==> src/rtl/fifo_read_ctrl_if.sv <==
// fifo_read_ctrl_if
//  Bundles the FIFO read port and the downstream valid/ready handshake of the
//  FIFO read controller into one connection.
//  Signals:
//   FIFO_empty, FIFO_almost_empty, FIFO_almost_full : FIFO status flags
//   FIFO_data_out : FIFO read data, valid one cycle after read_enable
//   read_enable   : FIFO read strobe
//   data_out      : head word of the controller's output buffer
//   valid_out     : data_out holds a word
//   ready_in      : downstream accepts data_out this cycle
//  Modports:
//   master : the controller (drives read_enable and the downstream outputs)
//   slave  : the environment (FIFO plus downstream stage)
interface fifo_read_ctrl_if #(
    parameter int DATA_WIDTH = 8
);
    logic                  FIFO_empty;
    logic                  FIFO_almost_empty;
    logic                  FIFO_almost_full;
    logic [DATA_WIDTH-1:0] FIFO_data_out;
    logic                  read_enable;
    logic [DATA_WIDTH-1:0] data_out;
    logic                  valid_out;
    logic                  ready_in;

    modport master (
        input  FIFO_empty,
        input  FIFO_almost_empty,
        input  FIFO_almost_full,
        input  FIFO_data_out,
        input  ready_in,
        output read_enable,
        output data_out,
        output valid_out
    );

    modport slave (
        output FIFO_empty,
        output FIFO_almost_empty,
        output FIFO_almost_full,
        output FIFO_data_out,
        output ready_in,
        input  read_enable,
        input  data_out,
        input  valid_out
    );
endinterface

==> src/rtl/fifo_read_ctrl.sv <==
// fifo_read_ctrl
//  Consumer-side controller for a synchronous FIFO. Watches the FIFO flags,
//  issues read_enable in bursts (threshold triggered) or continuously while a
//  flush is pending, absorbs the FIFO's one-cycle read latency in a 2-entry
//  output buffer and hands words downstream on a valid/ready handshake.
//  Ports:
//   clk       : clock, all logic on the rising edge
//   Reset     : synchronous active-high reset, wins over every other input
//   Enable    : 0 stops new reads and freezes the FSM; buffer still drains
//   flush     : pulse, requests a drain of the FIFO until it reports empty
//   bus       : FIFO read port + downstream handshake (master modport)
//   busy      : FSM active, or a word buffered or in flight
//   low_water : registered copy of FIFO_almost_empty
//   words_out : number of words accepted downstream, wraps
module fifo_read_ctrl #(
    parameter int DATA_WIDTH = 8,
    parameter int BURST_LEN  = 4,
    parameter int CNT_WIDTH  = 16
) (
    input  logic                 clk,
    input  logic                 Reset,
    input  logic                 Enable,
    input  logic                 flush,
    fifo_read_ctrl_if.master     bus,
    output logic                 busy,
    output logic                 low_water,
    output logic [CNT_WIDTH-1:0] words_out
);
    localparam int BCW = (BURST_LEN > 1) ? $clog2(BURST_LEN) : 1;
    localparam logic [BCW-1:0] BURST_LAST = BCW'(BURST_LEN - 1);

    typedef enum logic [1:0] {
        IDLE  = 2'd0,
        BURST = 2'd1,
        FLUSH = 2'd2
    } state_t;

    state_t                state;
    logic [BCW-1:0]        burst_cnt;
    logic                  flush_pend;
    logic                  in_flight;
    logic [DATA_WIDTH-1:0] obuf [2];
    logic                  rd_ptr;
    logic                  wr_ptr;
    logic [1:0]            occ;

    logic                  valid;
    logic                  accept;
    logic [2:0]            pending;
    logic                  credit_ok;
    logic                  rd_en;

    // A same-cycle downstream accept frees a slot, so a full buffer being
    // drained can still issue a read and sustain one word per cycle.
    always_comb begin
        valid     = (occ != 2'd0);
        accept    = valid & bus.ready_in;
        pending   = {1'b0, occ} + {2'b00, in_flight} - {2'b00, accept};
        credit_ok = (pending < 3'd2);
        rd_en     = Enable & ~bus.FIFO_empty & credit_ok &
                    ((state == BURST) || (state == FLUSH));
    end

    assign bus.read_enable = rd_en;
    assign bus.valid_out   = valid;
    assign bus.data_out    = obuf[rd_ptr];
    assign busy            = (state != IDLE) || valid || in_flight;

    // Output buffer: the word read last cycle lands in the tail slot, the
    // head slot is presented downstream until accepted.
    always_ff @(posedge clk) begin
        if (Reset) begin
            obuf[0]   <= '0;
            obuf[1]   <= '0;
            rd_ptr    <= 1'b0;
            wr_ptr    <= 1'b0;
            occ       <= 2'd0;
            in_flight <= 1'b0;
            words_out <= '0;
            low_water <= 1'b0;
        end else begin
            low_water <= bus.FIFO_almost_empty;
            in_flight <= rd_en;
            if (in_flight) begin
                obuf[wr_ptr] <= bus.FIFO_data_out;
                wr_ptr       <= ~wr_ptr;
            end
            if (accept) begin
                rd_ptr    <= ~rd_ptr;
                words_out <= words_out + 1'b1;
            end
            case ({in_flight, accept})
                2'b10:   occ <= occ + 2'd1;
                2'b01:   occ <= occ - 2'd1;
                default: occ <= occ;
            endcase
        end
    end

    // Read-issue FSM. Enable low freezes it entirely; a flush request is
    // remembered in flush_pend until the FIFO has been drained to empty.
    always_ff @(posedge clk) begin
        if (Reset) begin
            state      <= IDLE;
            burst_cnt  <= '0;
            flush_pend <= 1'b0;
        end else begin
            if (flush) begin
                flush_pend <= 1'b1;
            end
            if (Enable) begin
                case (state)
                    IDLE: begin
                        if (!bus.FIFO_empty) begin
                            if (flush_pend) begin
                                state <= FLUSH;
                            end else if (bus.FIFO_almost_full) begin
                                state     <= BURST;
                                burst_cnt <= '0;
                            end
                        end
                    end
                    BURST: begin
                        if (rd_en) begin
                            burst_cnt <= burst_cnt + 1'b1;
                        end
                        if (flush_pend) begin
                            state <= FLUSH;
                        end else if ((rd_en && (burst_cnt == BURST_LAST)) ||
                                     bus.FIFO_empty) begin
                            state <= IDLE;
                        end
                    end
                    FLUSH: begin
                        if (bus.FIFO_empty && !rd_en) begin
                            state <= IDLE;
                            if (!flush) begin
                                flush_pend <= 1'b0;
                            end
                        end
                    end
                    default: state <= IDLE;
                endcase
            end
        end
    end
endmodule

==> src/flat_wrapper.sv <==
// flat-port wrapper written by rule: the top's interface ports become plain ports
module fifo_read_ctrl_flat 
#(
    parameter int DATA_WIDTH = 8,
    parameter int BURST_LEN  = 4,
    parameter int CNT_WIDTH  = 16
)
  (clk, Reset, Enable, flush, busy, low_water, words_out, bus_FIFO_empty, bus_FIFO_almost_empty, bus_FIFO_almost_full, bus_FIFO_data_out, bus_ready_in, bus_read_enable, bus_data_out, bus_valid_out);
  fifo_read_ctrl_if #(.DATA_WIDTH(DATA_WIDTH)) bus_i ();
  input  logic clk;
  input  logic Reset;
  input  logic Enable;
  input  logic flush;
  output logic busy;
  output logic low_water;
  output logic [CNT_WIDTH-1:0] words_out;
  input wire logic [$bits(bus_i.FIFO_empty)-1:0] bus_FIFO_empty;
  input wire logic [$bits(bus_i.FIFO_almost_empty)-1:0] bus_FIFO_almost_empty;
  input wire logic [$bits(bus_i.FIFO_almost_full)-1:0] bus_FIFO_almost_full;
  input wire logic [$bits(bus_i.FIFO_data_out)-1:0] bus_FIFO_data_out;
  input wire logic [$bits(bus_i.ready_in)-1:0] bus_ready_in;
  output wire logic [$bits(bus_i.read_enable)-1:0] bus_read_enable;
  output wire logic [$bits(bus_i.data_out)-1:0] bus_data_out;
  output wire logic [$bits(bus_i.valid_out)-1:0] bus_valid_out;
  assign bus_i.FIFO_empty = bus_FIFO_empty;
  assign bus_i.FIFO_almost_empty = bus_FIFO_almost_empty;
  assign bus_i.FIFO_almost_full = bus_FIFO_almost_full;
  assign bus_i.FIFO_data_out = bus_FIFO_data_out;
  assign bus_i.ready_in = bus_ready_in;
  assign bus_read_enable = bus_i.read_enable;
  assign bus_data_out = bus_i.data_out;
  assign bus_valid_out = bus_i.valid_out;
  fifo_read_ctrl #(.DATA_WIDTH(DATA_WIDTH), .BURST_LEN(BURST_LEN), .CNT_WIDTH(CNT_WIDTH)) u_core (.clk(clk), .Reset(Reset), .Enable(Enable), .flush(flush), .bus(bus_i), .busy(busy), .low_water(low_water), .words_out(words_out));
endmodule
==> config.mk <==
export PLATFORM = sky130hd
export DESIGN_NAME = fifo_read_ctrl_flat
export DESIGN_NICKNAME = d
export VERILOG_FILES = /design/src/rtl/fifo_read_ctrl_if.sv /design/src/rtl/fifo_read_ctrl.sv /design/src/flat_wrapper.sv
export SDC_FILE = /design/constraint.sdc
export NUM_CORES = 1
export LEC_CHECK = 0
export ABC_AREA = 0
export CORE_ASPECT_RATIO = 1.5
export CORE_MARGIN = 1
export CORE_UTILIZATION = 54
export DETAILED_ROUTE_END_ITERATION = 6
export GPL_TIMING_DRIVEN = 0
export PLACE_DENSITY = 0.91
export SLEW_MARGIN = 10
export SYNTH_ARGS = -nofsm -noshare
export SYNTH_HDL_FRONTEND = slang
export SYNTH_SLANG_ARGS = --single-unit
==> constraint.sdc <==
create_clock -name clk -period 3.8 [get_ports clk]
set_clock_uncertainty 0.15 [all_clocks]
set_input_delay 0.76 -clock clk [delete_from_list [all_inputs] [get_ports clk]]
set_output_delay 0.76 -clock clk [all_outputs]
set_load 0.02 [all_outputs]
==> images/clk_routes.png <==
Scale bar: 20 um.
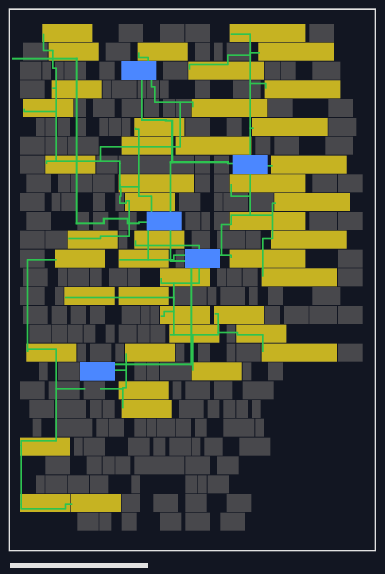
Key: blue = clock drivers [count 5]; green = clock wires [length 490 um]; yellow = flip-flops [count 44]
There are 6 routed clock nets. Position of the flops: all over the die.
clock group share of total power: 0.372
Clk. pwr: 365 uW
Skew-Pair Late Insertion Delay: 300 ps

==> images/logic_types.png <==
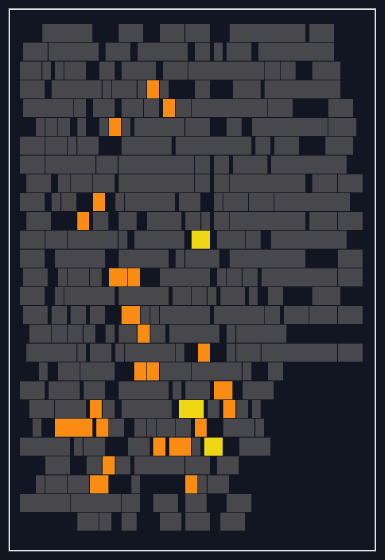
Key: orange = inverting AOI/OAI gates [cells 23]; yellow = AND-OR and OR-AND gates [cells 3]
Final Non-Filler Cells: 297
dominant logic cell type in the layout: clkdlybuf4s50_1
Comb area share: 0.363

==> images/io_fan.png <==
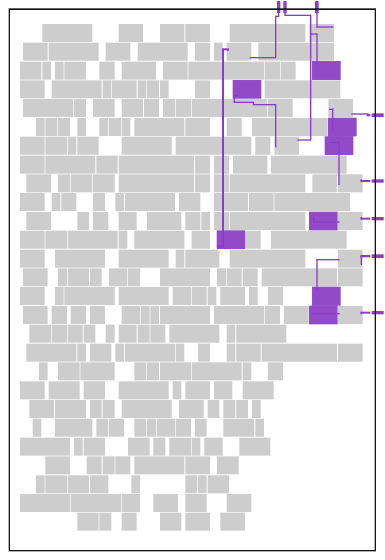
Key: purple = `bus_data_out` [bits 8, direction output, edge 5 right, 3 top, end cells 8, buffers 8, wire 125 um]
# port buffers: 42
Ports: 44

==> images/clocks.png <==
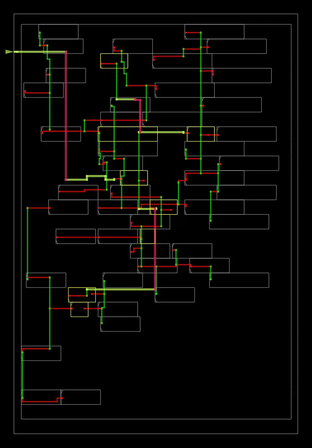
Sink Count: 44
Clock Buffer Count: 5
registers: 44

==> images/wires.png <==
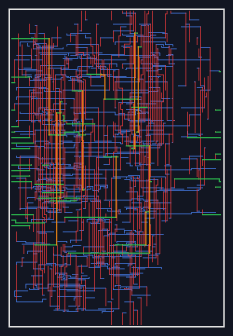
Key: green = metal 3 [wire length 227 um]; orange = metal 4 [wire length 211 um]; blue = metal 1 [wire length 1740 um]; red = metal 2 [wire length 2520 um]
DR vias: 1706
DRT Wirelength: 4700 um
Global Route Usage Sum: 0.251
wire per inst: 15.8 um

==> out/qor.yml <==
run_status:
  status: "complete, no violations"
synthesis:
  yosysTopAreaCell: "dfxtp_1"
  syn_inst: 204
  synth_area_um2: 2090
  ys_cells: 204
  yosys.area.top_type_share: 0.269
  netlist_top_cells_area: "dfxtp_1, edfxtp_1, xnor2_1"
  ff_type: "dfxtp_1"
  syn_nets: 226
  avgSynthCellArea_um2: 10.2
  async_flop_share: 0
  edf_count: 16
  synth_cell_types: 42
  ys_chip_area_um2: 2090
  synth_flops: 44
  synth_seq_share: 0.499
finish:
  nNetsFinal: 275
  final_area_um2: 2680
  lay_top_cells: "clkdlybuf4s50_1, dfxtp_1, nor2_1, and2_1, edfxtp_1"
  syn2layout_area_growth_pct: 28.6
  drive_gt1_frac: 0.102
  antenna_cells: 0
sta:
  worst_slack_ps: 236
  setup_viol: 0
  final.setup.tns_ps: 0
  rsz0062_at_grt: "false"
  whs_ps: 334
  max_clock_freq_ghz: 0.281
  tightest_slew_ps: 841
  post-route-min-period_ps: 3560
  slew_violations: 0
  finalCritPeriodShare: 0.938
  finalHoldViolations: 0
  maxSlewHeadroom: 0.437
route:
  drtIter0Drc: 45
  via_per_inst: 5.74
  post-route-drc-count: 0
  drtPass1Iterations: 4
worst_setup_path:
  startpoint_type: "register"
  critPathArrivalTime_ps: 2650
  cp-startpoint: "u_core.in_flight$_SDFF_PP0_"
  crit_fanout: 10
  r2r_start: "u_core.in_flight$_SDFF_PP0_"
  worstSetupEndpointType: "primary output"
  crit_required_ps: 2890
  crit_type: "reg -> out"
grt:
  grt_pass1_vias: 1666
  antenna_found_initial: 0
  overflow: 0
  grt_max_degree: 16
  grt_pass1_wl_um: 7610
place:
  dpl_cell_area_um2: 2560
  place_ws_ps: -337
  placed_cells: 289
  finalWeightedCongestion: 0.871
clocking:
  ctsHoldBuffers: 0
  htree_levels: 2
  cts-root-buf: "clkbuf_8"
  clk_pin_slew_worst_paths_ps: 80
  cts_made_buffers: 5
  clockBufferDepth: 2
  cts_tree: "built"
floorplan:
  die_y_um: 78.1
  die_area_um2: 4120
  die_w_um: 52.7
  core_um2: 3680
  fp_util: 0.566
  std_cell_rows: 27
power:
  power_density_nw_per_um2: 367
  p_leak_uw: 0.000968
  irDropWorstVdd_mv: 0.316
run:
  maxCapViolCount: 0
min_path:
  hp-class: "reg -> reg"
[worst max-delay path: stages, from the launching register on]
cell and delay [ps]:
dfxtp_1 320, clkbuf_1 400, nor2b_2 270, o21ai_0 120
fa_1 540, nand4b_1 140, nor2b_1 210, dlygate4sd2_1 360
[metrics by stage]
stage               total power [uW]  utilization
finish                           983        0.728
global placement                 624        0.695
detailed placement               627        0.695
CTS                              990        0.727
global route                    1020        0.728
floorplan                        578            -
[Yosys cell counts, types with 4 or more instances]
cell type  number
a21oi_1         9
and2_1         17
clkbuf_1        5
dfxtp_1        28
edfxtp_1       16
ha_1            5
inv_1          11
mux2_2          8
nand2_1         6
nand3_1         5
nor2_1         20
nor2b_1         4
nor3_1          5
o21ai_0         8
xnor2_1        14
[cell families (layout without fill, tap and decap cells)]
kind of cell             after synthesis  after routing  synth area share
flip-flops                            44             44             0.499
multiplexers                          11             11            0.0576
adder cells (fa/ha/maj)                6              6            0.0396
buffers and inverters                 19             69            0.0366
XOR/XNOR                              16             16            0.0672
AND/OR/NAND/NOR                       82             82             0.221
AND-OR/OR-AND                         26             26            0.0786
[worst paths after layout]
path	endpoint	cells after the start
worst max-delay path	bus_read_enable	7
worst min-delay path	u_core.burst_cnt[1]$_SDFFE_PP0P_	2
worst max register to register	u_core.state[0]$_SDFFE_PP0P_	8
worst min register to register	u_core.burst_cnt[1]$_SDFFE_PP0P_	2
[registers in the layout (all words and copies together) (netlist names), named ones only]
signal and count:
u_core.obuf 16, u_core.words_out 16, u_core.burst_cnt 2, u_core.occ 2
u_core.state 2, u_core.flush_pend 1, u_core.in_flight 1, u_core.low_water 1
u_core.rd_ptr 1, u_core.wr_ptr 1
[power by group]
group	internal [uW]	leakage [uW]	switching [uW]
sequential	500	0.000392	6.18
combinational	54.6	0.000521	57.1
clock	198	0.0000548	167
[per-layer routing]
metal  up-vias  track usage  share of wire
li1        805            -              -
met1       816        0.265           0.37
met2        64        0.435           0.54
met3        21       0.0465          0.048
met4         0        0.158          0.045
met5         -            0              0
[area by class of cell]
type                       count  area, um^2
inverter                      11        41.3
timing repair buffer          42         422
clock inverter                 3        46.3
tap                           43        53.8
multi-input combinational    141         973
sequential                    44        1040
buffer                         8        35.0
clock buffer                   5        68.8
fill                         271        1000
[repair_timing]
| action | CTS | global route |
|---|---|---|
| resized | 2 | 2 |
| setup buffers | 0 | 0 |
| setup endpoints to repair | 1 | 1 |
No activity file was given, so power comes from the tool's default toggle rates.
